==> images/congestion.png <==
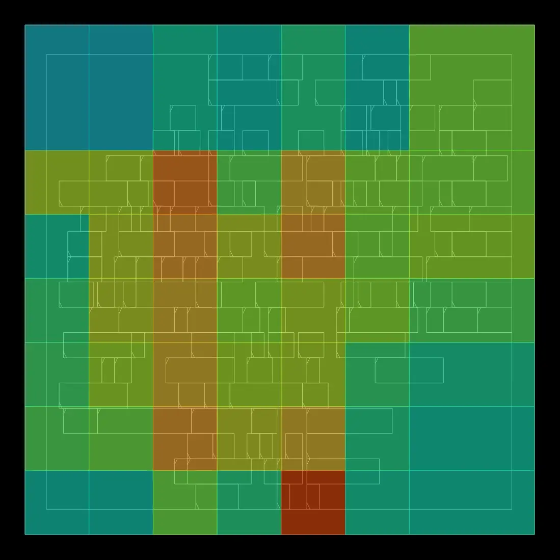
==> images/io_placement.png <==
Pins as bars across the die edge, other pins in grey.
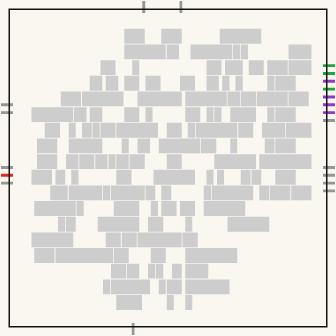
<file path="src/rtl/asteroids_pkg.sv">
// Shared asteroids definitions: pixel-source enum, torpedo count, grace default, popcount.
package asteroids_pkg;

    typedef enum logic [1:0] {
        RGB_BG      = 2'd0,
        RGB_SHIP    = 2'd1,
        RGB_TORPEDO = 2'd2,
        RGB_ROCK    = 2'd3
    } rgb_src_e;

    localparam int T_NUM        = 4;
    localparam int GRACE_FRAMES = 120;

    function automatic int unsigned popcount(input logic [31:0] v);
        int unsigned n;
        n = 0;
        for (int i = 0; i < 32; i++) begin
            n = n + {31'd0, v[i]};
        end
        return n;
    endfunction

endpackage

</file>
<file path="src/rtl/collision_detector_frame_edge.sv">
// Registers raw vsync and emits a one-cycle pulse in the cycle vsync first reads high.
module frame_edge (
    input  logic clk,
    input  logic reset,
    input  logic vsync,
    output logic rise
);

    logic vsync_q;
    logic vsync_d;

    always_comb begin
        vsync_d = vsync;
    end

    always_ff @(posedge clk) begin
        if (reset) begin
            vsync_q <= 1'b0;
        end else begin
            vsync_q <= vsync_d;
        end
    end

    assign rise = vsync & ~vsync_q;

endmodule

</file>
<file path="src/rtl/collision_detector.sv">
// Frame-synchronous collision detector with post-death grace window.
// Optional COLLISION_COORD_EN adds latching of the first ship-collision pixel of each frame.
module collision_detector #(
    parameter int T_NUM        = asteroids_pkg::T_NUM,
    parameter int GRACE_FRAMES = asteroids_pkg::GRACE_FRAMES
) (
    input  logic                       clk,
    input  logic                       reset,
    input  logic                       vsync,
    input  logic                       game_over,
    input  logic                       draw_ship,
    input  logic [T_NUM-1:0]           draw_torpedo,
    input  logic                       draw_rock,
`ifdef COLLISION_COORD_EN
    input  logic [9:0]                 pxl_x,
    input  logic [8:0]                 pxl_y,
    output logic [9:0]                 hit_x,
    output logic [8:0]                 hit_y,
`endif
    output logic                       die,
    output logic [T_NUM-1:0]           torpedo_hit,
    output logic                       score_add,
    output logic [$clog2(T_NUM+1)-1:0] hit_count,
    output logic                       grace
);

    import asteroids_pkg::*;

    localparam int HC_W  = $clog2(T_NUM + 1);
    localparam int CNT_W = (GRACE_FRAMES > 0) ? $clog2(GRACE_FRAMES + 1) : 1;

    typedef enum logic {
        ST_RUN    = 1'b0,
        ST_REPORT = 1'b1
    } state_e;

    state_e             state_q, state_d;
    logic               ship_f_q, ship_f_d;
    logic [T_NUM-1:0]   torp_f_q, torp_f_d;
    logic               ship_rep_q, ship_rep_d;
    logic [T_NUM-1:0]   torp_rep_q, torp_rep_d;
    logic [CNT_W-1:0]   grace_cnt_q, grace_cnt_d;
    logic               edge_pulse;
    logic               ship_sample;
    logic [T_NUM-1:0]   torp_sample;

    frame_edge u_frame_edge (
        .clk   (clk),
        .reset (reset),
        .vsync (vsync),
        .rise  (edge_pulse)
    );

    assign grace       = (grace_cnt_q != '0);
    assign ship_sample = draw_ship & draw_rock & ~grace & ~game_over;

    for (genvar gi = 0; gi < T_NUM; gi++) begin : g_torp
        assign torp_sample[gi] = draw_torpedo[gi] & draw_rock & ~game_over;
    end

    // The edge cycle's own samples still belong to the frame being closed.
    always_comb begin
        state_d     = ST_RUN;
        ship_f_d    = ship_f_q | ship_sample;
        torp_f_d    = torp_f_q | torp_sample;
        ship_rep_d  = ship_rep_q;
        torp_rep_d  = torp_rep_q;
        grace_cnt_d = grace_cnt_q;
        if (edge_pulse) begin
            state_d    = ST_REPORT;
            ship_rep_d = ship_f_q | ship_sample;
            torp_rep_d = torp_f_q | torp_sample;
            ship_f_d   = 1'b0;
            torp_f_d   = '0;
            if (grace_cnt_q != '0) begin
                grace_cnt_d = grace_cnt_q - CNT_W'(1);
            end
            if (ship_rep_d) begin
                grace_cnt_d = CNT_W'(GRACE_FRAMES);
            end
        end
        if (game_over) begin
            grace_cnt_d = '0;
        end
    end

    always_ff @(posedge clk) begin
        if (reset) begin
            state_q     <= ST_RUN;
            ship_f_q    <= 1'b0;
            torp_f_q    <= '0;
            ship_rep_q  <= 1'b0;
            torp_rep_q  <= '0;
            grace_cnt_q <= '0;
        end else begin
            state_q     <= state_d;
            ship_f_q    <= ship_f_d;
            torp_f_q    <= torp_f_d;
            ship_rep_q  <= ship_rep_d;
            torp_rep_q  <= torp_rep_d;
            grace_cnt_q <= grace_cnt_d;
        end
    end

    assign die         = (state_q == ST_REPORT) & ship_rep_q;
    assign torpedo_hit = (state_q == ST_REPORT) ? torp_rep_q : '0;
    assign score_add   = |torpedo_hit;
    assign hit_count   = HC_W'(popcount(32'(torpedo_hit)));

`ifdef COLLISION_COORD_EN
    logic [9:0] cap_x_q, cap_x_d, hit_x_q, hit_x_d;
    logic [8:0] cap_y_q, cap_y_d, hit_y_q, hit_y_d;

    // A hit on the edge cycle itself may be the frame's first, so use the live pixel then.
    always_comb begin
        cap_x_d = cap_x_q;
        cap_y_d = cap_y_q;
        hit_x_d = hit_x_q;
        hit_y_d = hit_y_q;
        if (ship_sample && !ship_f_q) begin
            cap_x_d = pxl_x;
            cap_y_d = pxl_y;
        end
        if (edge_pulse && ship_rep_d) begin
            hit_x_d = ship_f_q ? cap_x_q : pxl_x;
            hit_y_d = ship_f_q ? cap_y_q : pxl_y;
        end
    end

    always_ff @(posedge clk) begin
        if (reset) begin
            cap_x_q <= '0;
            cap_y_q <= '0;
            hit_x_q <= '0;
            hit_y_q <= '0;
        end else begin
            cap_x_q <= cap_x_d;
            cap_y_q <= cap_y_d;
            hit_x_q <= hit_x_d;
            hit_y_q <= hit_y_d;
        end
    end

    assign hit_x = hit_x_q;
    assign hit_y = hit_y_q;
`endif

endmodule

</file>
<file path="config.mk">
export PLATFORM = sky130hd
export DESIGN_NAME = collision_detector
export DESIGN_NICKNAME = d
export VERILOG_FILES = /design/src/rtl/asteroids_pkg.sv /design/src/rtl/collision_detector_frame_edge.sv /design/src/rtl/collision_detector.sv
export SDC_FILE = /design/constraint.sdc
export NUM_CORES = 1
export LEC_CHECK = 0
export CELL_PAD_IN_SITES_DETAIL_PLACEMENT = 0
export CELL_PAD_IN_SITES_GLOBAL_PLACEMENT = 1
export CORE_MARGIN = 2
export CORE_UTILIZATION = 36
export CTS_CLUSTER_DIAMETER = 100
export CTS_CLUSTER_SIZE = 28
export DETAILED_ROUTE_END_ITERATION = 12
export PLACE_DENSITY = 0.86
export SYNTH_ARGS = -nofsm -noshare
export SYNTH_HDL_FRONTEND = slang
export SYNTH_SLANG_ARGS = --single-unit
</file>
<file path="constraint.sdc">
create_clock -name clk -period 2 [get_ports clk]
set_input_delay 0.4 -clock clk [delete_from_list [all_inputs] [get_ports clk]]
set_output_delay 0.4 -clock clk [all_outputs]
set_load 0.005 [all_outputs]
</file>
==> flow_summary_export.csv <==
group,metric,value,unit
clocking,cts_tree,"built",
clocking,clock.latency.late_pin,0.29,ns
logic_synthesis,most_common_cell,"nor2_1",
grt,grt_pass1_wl,3350,um
layout,final_area,1320,um2
grt,antenna_found_initial,0,
clocking,cts_hold_buf,0,
detailed_routing,drc,0,
detailed_routing,wirelength,2030,um
logic_synthesis,synthFlopType,"dfxtp_1",
final_timing,finalSetupViolCount,3,
status,violations,"negative setup slack",
detailed_routing,via_per_inst,5.16,
critical_path,crit_path_end_kind,"output pin",
final_timing,final_max_slew_viol_count,0,
logic_synthesis,synth-seq-cells,19,
layout,drive_gt1_share,27.6,%
final_timing,worst_slack,-0.193,ns
clocking,path_clk_slew,0.10,ns
clocking,cts.path.max_buffers,2,
status,outcome,"finished with violations",
## Picture notes: congestion.png
Final Util: 53.6%
All-Layer GR Usage: 15.7%
routing usage on met1: 19.8%
post-DR wirelength/cell: 12.4 um

## Picture notes: io_placement.png
- green: hit_count (pins 3; direction output; edge right)
- red: draw_rock (pins 1; direction input; edge left)
- purple: torpedo_hit (pins 4; direction output; edge right)
Buffers on Ports: 19
die width: 54.9 um
die height: 54.9 um

-- repair_timing --
action,in CTS,in global routing
cloned,0,0
resized,25,4
pin swaps,4,3
endpoints found under the setup margin,5,5
setup buffers,2,2
-- layout make-up --
class,count,area [um2]
fillers,234,1140
multi-input cells,74,553
flip-flops and latches,19,384
repair buffers,32,297
well taps,30,37.5
clock buffers,4,26.3
inverters,5,18.8
-- worst max-delay path, stage by stage, from the launching register on --
cell,delay [ns]
dfxtp_2,0.35
nand2_2,0.07
inv_2,0.05
fa_1,0.54
ha_2,0.19
ha_4,0.20
buf_6,0.11
-- report_power, final --
part	switching [uW]	internal, uW
Sequential	14.9	396
Combinational	80.7	101
Clock	112	77.5
Total	207	574
-- per-stage QoR --
step           util, %  setup slack [ns]  total power (uW)  cells  TNS, ns
2_1_floorplan        -             0.188               516    101        0
3_3_place_gp      49.5            -0.275               588    156   -0.537
3_5_place_dp      49.5            -0.351               592    156   -0.762
4_1_cts           52.7            -0.238               789    162   -0.522
5_1_grt           53.6            -0.261               825    164   -0.578
6_report          53.6            -0.193               782    164   -0.375
-- flip-flops by register name, indices dropped and copies added (netlist names) --
signal and flops:
grace_cnt_q 7, ship_f_q 1, ship_rep_q 1, state_q 1, torp_f_q 4, torp_rep_q 4, u_frame_edge.vsync_q 1
-- cell usage in the layout, fill, tap and decap left out, drive strengths merged, types with 4 or more instances in the layout --
| cell type | count |
|---|---|
| ha | 4 |
| inv | 5 |
| a211oi | 7 |
| a21oi | 5 |
| clkdlybuf4s50 | 14 |
| buf | 16 |
| nand2 | 6 |
| nor2 | 20 |
| dfxtp | 19 |
| clkbuf | 4 |
-- logic make-up (layout without fill, tap and decap cells) --
family	count (synthesis)	in the layout	share of synthesized area [%]
adders and majority gates	5	5	7.52
buffers and inverters	8	41	3.36
AOI/OAI and AO/OA	25	25	23.0
DFF	19	19	40.8
and+or+nand+nor	44	44	25.4
-- layer usage --
metal / wire [um] / vias up / GRT usage [%]
li1: - / 425 / -
met1: 920 / 391 / 19.8
met2: 977 / 30 / 26.4
met3: 133 / 0 / 2.46
met4: 0 / 0 / 6.25
met5: 0 / - / 0
-- worst paths after layout --
check                                end                         from  slack [ns]  cells past startpoint
min reg2reg       torp_f_q[0]$_SDFF_PP0_       torp_f_q[0]$_SDFF_PP0_        0.47                      2
min               torp_f_q[0]$_SDFF_PP0_       torp_f_q[0]$_SDFF_PP0_        0.47                      2
max                         hit_count[1]           state_q$_SDFF_PP0_       -0.19                      6
max reg2reg  grace_cnt_q[3]$_SDFFE_PP0P_  grace_cnt_q[1]$_SDFFE_PP0P_        0.21                      8
Power is estimated from default activity; no workload was simulated.
